Metal layers overlaid:
Scale bar: 50 um. Two of the layers only.
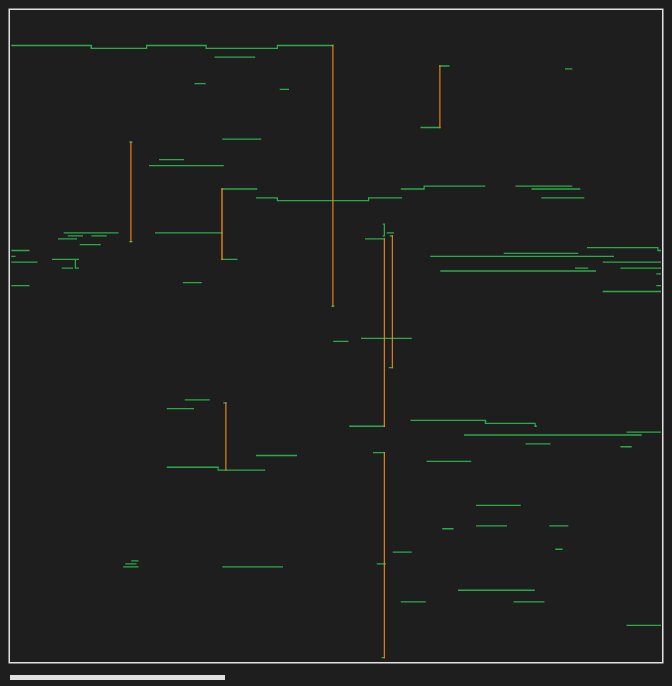
Metal 1:
Scale bar: 50 um. Cells faint in the background.
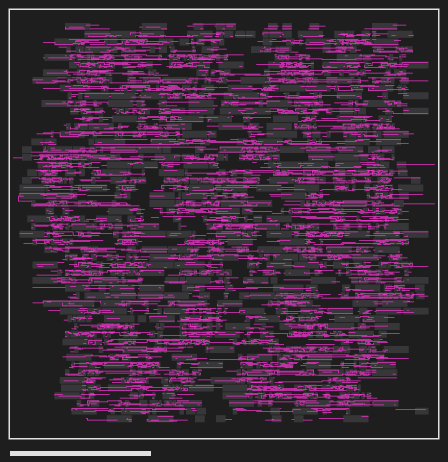
==> config.mk <==
export PLATFORM = sky130hd
export DESIGN_NAME = led_mode_blinker
export DESIGN_NICKNAME = d
export VERILOG_FILES = /design/src/rtl/led_mode_blinker.sv
export SDC_FILE = /design/constraint.sdc
export NUM_CORES = 1
export LEC_CHECK = 0
export CORE_MARGIN = 3
export CORE_UTILIZATION = 50
export CTS_CLUSTER_SIZE = 25
export DETAILED_ROUTE_END_ITERATION = 10
export PLACE_DENSITY = 0.65
export REMOVE_ABC_BUFFERS = 1
export SYNTH_ARGS = -nofsm -noshare
export SYNTH_HDL_FRONTEND = slang
export SYNTH_SLANG_ARGS = --single-unit
==> constraint.sdc <==
create_clock -name clk -period 5.25 [get_ports clk]
set_clock_uncertainty 0.05 [all_clocks]
set_input_delay 1.05 -clock clk [delete_from_list [all_inputs] [get_ports clk]]
set_output_delay 1.05 -clock clk [all_outputs]
set_load 0.02 [all_outputs]
==> src/rtl/led_mode_blinker.sv <==
// Per-channel LED driver with run-time mode selection and a blink FSM for short triggers.
// A global lamp-test mode overrides all channels with a walking one.
module led_mode_blinker #(
    parameter int LEDS         = 6,
    parameter int PHASE_CYCLES = 4194304
) (
    input  logic                clk,
    input  logic                rst_n,
    input  logic [LEDS-1:0]     triggers,
    input  logic [LEDS-1:0]     levels,
    input  logic [2*LEDS-1:0]   mode,
    input  logic                test_mode,
    output logic [LEDS-1:0]     out
);

    localparam int CW = (PHASE_CYCLES > 1) ? $clog2(PHASE_CYCLES) : 1;
    localparam int IW = (LEDS > 1) ? $clog2(LEDS) : 1;

    localparam logic [CW-1:0] CNT_RELOAD = CW'(PHASE_CYCLES - 1);
    localparam logic [CW-1:0] CNT_ZERO   = {CW{1'b0}};
    localparam logic [CW-1:0] CNT_ONE    = CW'(1);
    localparam logic [IW-1:0] IDX_LAST   = IW'(LEDS - 1);
    localparam logic [IW-1:0] IDX_ZERO   = {IW{1'b0}};
    localparam logic [IW-1:0] IDX_ONE    = IW'(1);

    typedef enum logic [1:0] {
        ST_IDLE = 2'd0,
        ST_ON   = 2'd1,
        ST_OFF  = 2'd2
    } blink_state_t;

    blink_state_t    state_r      [LEDS];
    blink_state_t    state_next_s [LEDS];
    logic [CW-1:0]   cnt_r        [LEDS];
    logic [CW-1:0]   cnt_next_s   [LEDS];
    logic [LEDS-1:0] pending_r;
    logic [LEDS-1:0] pending_next_s;
    logic [LEDS-1:0] out_r;
    logic [LEDS-1:0] out_next_s;

    logic            test_q_r;
    logic [IW-1:0]   test_idx_r;
    logic [IW-1:0]   test_idx_next_s;
    logic [CW-1:0]   test_cnt_r;
    logic [CW-1:0]   test_cnt_next_s;

    function automatic logic [1:0] chan_mode(input logic [2*LEDS-1:0] m, input int ch);
        return m[2*ch +: 2];
    endfunction

    // State register: channel FSMs, lamp-test sequencer and the output register
    always_ff @(posedge clk or negedge rst_n) begin
        if (!rst_n) begin
            for (int i = 0; i < LEDS; i++) begin
                state_r[i] <= ST_IDLE;
                cnt_r[i]   <= CNT_ZERO;
            end
            pending_r  <= {LEDS{1'b0}};
            out_r      <= {LEDS{1'b0}};
            test_q_r   <= 1'b0;
            test_idx_r <= IDX_ZERO;
            test_cnt_r <= CNT_ZERO;
        end else begin
            for (int i = 0; i < LEDS; i++) begin
                state_r[i] <= state_next_s[i];
                cnt_r[i]   <= cnt_next_s[i];
            end
            pending_r  <= pending_next_s;
            out_r      <= out_next_s;
            test_q_r   <= test_mode;
            test_idx_r <= test_idx_next_s;
            test_cnt_r <= test_cnt_next_s;
        end
    end

    // Next-state logic for the channel blink FSMs; mode 0 pins a channel to IDLE
    always_comb begin
        pending_next_s = pending_r;
        for (int i = 0; i < LEDS; i++) begin
            state_next_s[i] = state_r[i];
            cnt_next_s[i]   = cnt_r[i];
            if (chan_mode(mode, i) == 2'd0) begin
                state_next_s[i]   = ST_IDLE;
                cnt_next_s[i]     = CNT_ZERO;
                pending_next_s[i] = 1'b0;
            end else begin
                case (state_r[i])
                    ST_IDLE: begin
                        pending_next_s[i] = 1'b0;
                        if (triggers[i]) begin
                            state_next_s[i] = ST_ON;
                            cnt_next_s[i]   = CNT_RELOAD;
                        end else begin
                            cnt_next_s[i]   = CNT_ZERO;
                        end
                    end
                    ST_ON: begin
                        pending_next_s[i] = pending_r[i] | triggers[i];
                        if (cnt_r[i] == CNT_ZERO) begin
                            state_next_s[i] = ST_OFF;
                            cnt_next_s[i]   = CNT_RELOAD;
                        end else begin
                            cnt_next_s[i]   = cnt_r[i] - CNT_ONE;
                        end
                    end
                    ST_OFF: begin
                        if (cnt_r[i] == CNT_ZERO) begin
                            pending_next_s[i] = 1'b0;
                            // A trigger landing on the last OFF cycle goes straight back to ON
                            if (pending_r[i] || triggers[i]) begin
                                state_next_s[i] = ST_ON;
                                cnt_next_s[i]   = CNT_RELOAD;
                            end else begin
                                state_next_s[i] = ST_IDLE;
                                cnt_next_s[i]   = CNT_ZERO;
                            end
                        end else begin
                            pending_next_s[i] = pending_r[i] | triggers[i];
                            cnt_next_s[i]     = cnt_r[i] - CNT_ONE;
                        end
                    end
                    default: begin
                        state_next_s[i]   = ST_IDLE;
                        cnt_next_s[i]     = CNT_ZERO;
                        pending_next_s[i] = 1'b0;
                    end
                endcase
            end
        end
    end

    // Lamp-test sequencer: restarts on a rising test_mode, steps once per phase
    always_comb begin
        test_idx_next_s = test_idx_r;
        test_cnt_next_s = test_cnt_r;
        if (test_mode && !test_q_r) begin
            test_idx_next_s = IDX_ZERO;
            test_cnt_next_s = CNT_ZERO;
        end else if (test_mode) begin
            if (test_cnt_r == CNT_RELOAD) begin
                test_cnt_next_s = CNT_ZERO;
                if (test_idx_r == IDX_LAST) begin
                    test_idx_next_s = IDX_ZERO;
                end else begin
                    test_idx_next_s = test_idx_r + IDX_ONE;
                end
            end else begin
                test_cnt_next_s = test_cnt_r + CNT_ONE;
            end
        end else begin
            test_idx_next_s = test_idx_r;
            test_cnt_next_s = test_cnt_r;
        end
    end

    // Output decode from next-state so a trigger shows up right after its sampling edge
    always_comb begin
        out_next_s = {LEDS{1'b0}};
        for (int i = 0; i < LEDS; i++) begin
            if (test_mode) begin
                out_next_s[i] = (test_idx_next_s == IW'(i));
            end else begin
                case (chan_mode(mode, i))
                    2'd0:    out_next_s[i] = 1'b0;
                    2'd1:    out_next_s[i] = (state_next_s[i] == ST_ON);
                    2'd2:    out_next_s[i] = levels[i];
                    2'd3:    out_next_s[i] = levels[i] & (state_next_s[i] != ST_ON);
                    default: out_next_s[i] = 1'b0;
                endcase
            end
        end
    end

    assign out = out_r;

endmodule

==> flow_summary_export.csv <==
group,metric,value,unit
pwr,powerClk,1.43,mW
floorplan,core-area,20490,sq um
final_layout,reg_top3,"cnt_r x132, test_cnt_r x22, state_r x12",
logic_synthesis,yosys.area_share.simple,0.2261,
hold_path,hold_class,"flip-flop to flip-flop",
floorplan,fp-row-count,52,
final_layout,fill_cells,1819,
grt,grt_pass1_vias,8095,
logic_synthesis,synthTopLogicFamily,"simple AND/OR/NAND/NOR gates",
logic_synthesis,ys_area,10570,sq um
route,vias_per_cell,5.865,
final_layout,fin_util,0.5731,
final_layout,logic_area,5695,sq um
grt,grt_max_degree,122,
setup_path,rrSetupSlack,2.02,ns
logic_synthesis,netlist_area,10570,sq um
pwr,irDropWorstVdd,0.0002225,V
clock_network,cts_hold_buf,0,
final_layout,comb_area_frac,0.4849,
grt,grt_use_total,0.2083,
final_layout,fin_nets,1257,
route,ant_nets,0,
clock_network,h-tree-depth,4,
setup_path,critPathLaunchType,"flip-flop",
final_layout,regArea,4554,sq um
logic_synthesis,edf_count,0,
place,routabilityCongestion,0.8648,
clock_network,insertion_delay,0.43,ns
grt,grt-busiest-layer,"met2",
logic_synthesis,ys_async_sr_fraction,1.000,
final_timing,finalCriticalPeriod,3.232,ns
final_layout,buffers_excl_clock,37,
hold_path,min_path_cells,1,
outcome,status,"complete, no violations",
logic_synthesis,synth_seq_share,0.4310,
route,firstDrtPassIters,6,
setup_path,r2r-start,"cnt_r[110]",
final_timing,fin_crit_sh,0.6157,
logic_synthesis,synth-main-ff-cell,"dfrtp_1",
final_timing,tns,0,ns
Back to the opening pictures, 'metal layers overlaid':
[met4] orange | wire length: 252 um
[met3] green | wire length: 721 um

Back to the opening pictures, 'metal 1':
nets with wire on the layer: 1165
main direction: horizontal
longest straight run: 38.6 um
share of all routed wire: 49%
routing usage on met1: 0.2998
via count: 8686

[metal layers]
metal	vias to the layer above	part of all wire
li1	4310	-
met1	4224	0.49
met2	135	0.47
met3	17	0.031
met4	0	0.011
met5	-	0
[synthesized netlist by cell type, types with 4 or more instances]
| master | number | area, sq um |
|---|---|---|
| o311ai_0 | 4 | 35.03 |
| or4_1 | 21 | 157.7 |
| a221oi_1 | 10 | 87.58 |
| a31oi_1 | 7 | 43.79 |
| o32ai_1 | 4 | 35.03 |
| nand3_1 | 32 | 160.2 |
| dfrtp_1 | 182 | 4554 |
| and3_1 | 6 | 37.54 |
| a211oi_1 | 4 | 30.03 |
| o21bai_1 | 5 | 37.54 |
| o21ai_0 | 63 | 315.3 |
| clkbuf_1 | 48 | 180.2 |
| or2_2 | 6 | 37.54 |
| nor3b_1 | 8 | 60.06 |
| ha_1 | 31 | 387.9 |
| or3_1 | 17 | 106.4 |
| nand4_1 | 17 | 106.4 |
| nor2_1 | 94 | 352.8 |
| inv_1 | 31 | 116.4 |
| nand2_1 | 132 | 495.5 |
| o211ai_1 | 6 | 45.04 |
| nand3b_1 | 8 | 60.06 |
| o21a_1 | 4 | 30.03 |
| a21oi_1 | 147 | 735.7 |
| nor2b_1 | 6 | 37.54 |
| nor3_1 | 44 | 220.2 |
| nor4_1 | 30 | 187.7 |
| mux2_2 | 4 | 45.04 |
| o221ai_1 | 7 | 61.31 |
| a21o_1 | 7 | 52.55 |
| xnor2_1 | 41 | 359.1 |
| and2_1 | 15 | 93.84 |
| o22ai_1 | 6 | 37.54 |
| nand2b_1 | 10 | 62.56 |
| xor2_1 | 71 | 621.9 |
| o31ai_1 | 10 | 75.07 |
No activity file was given, so power comes from the tool's default toggle rates.
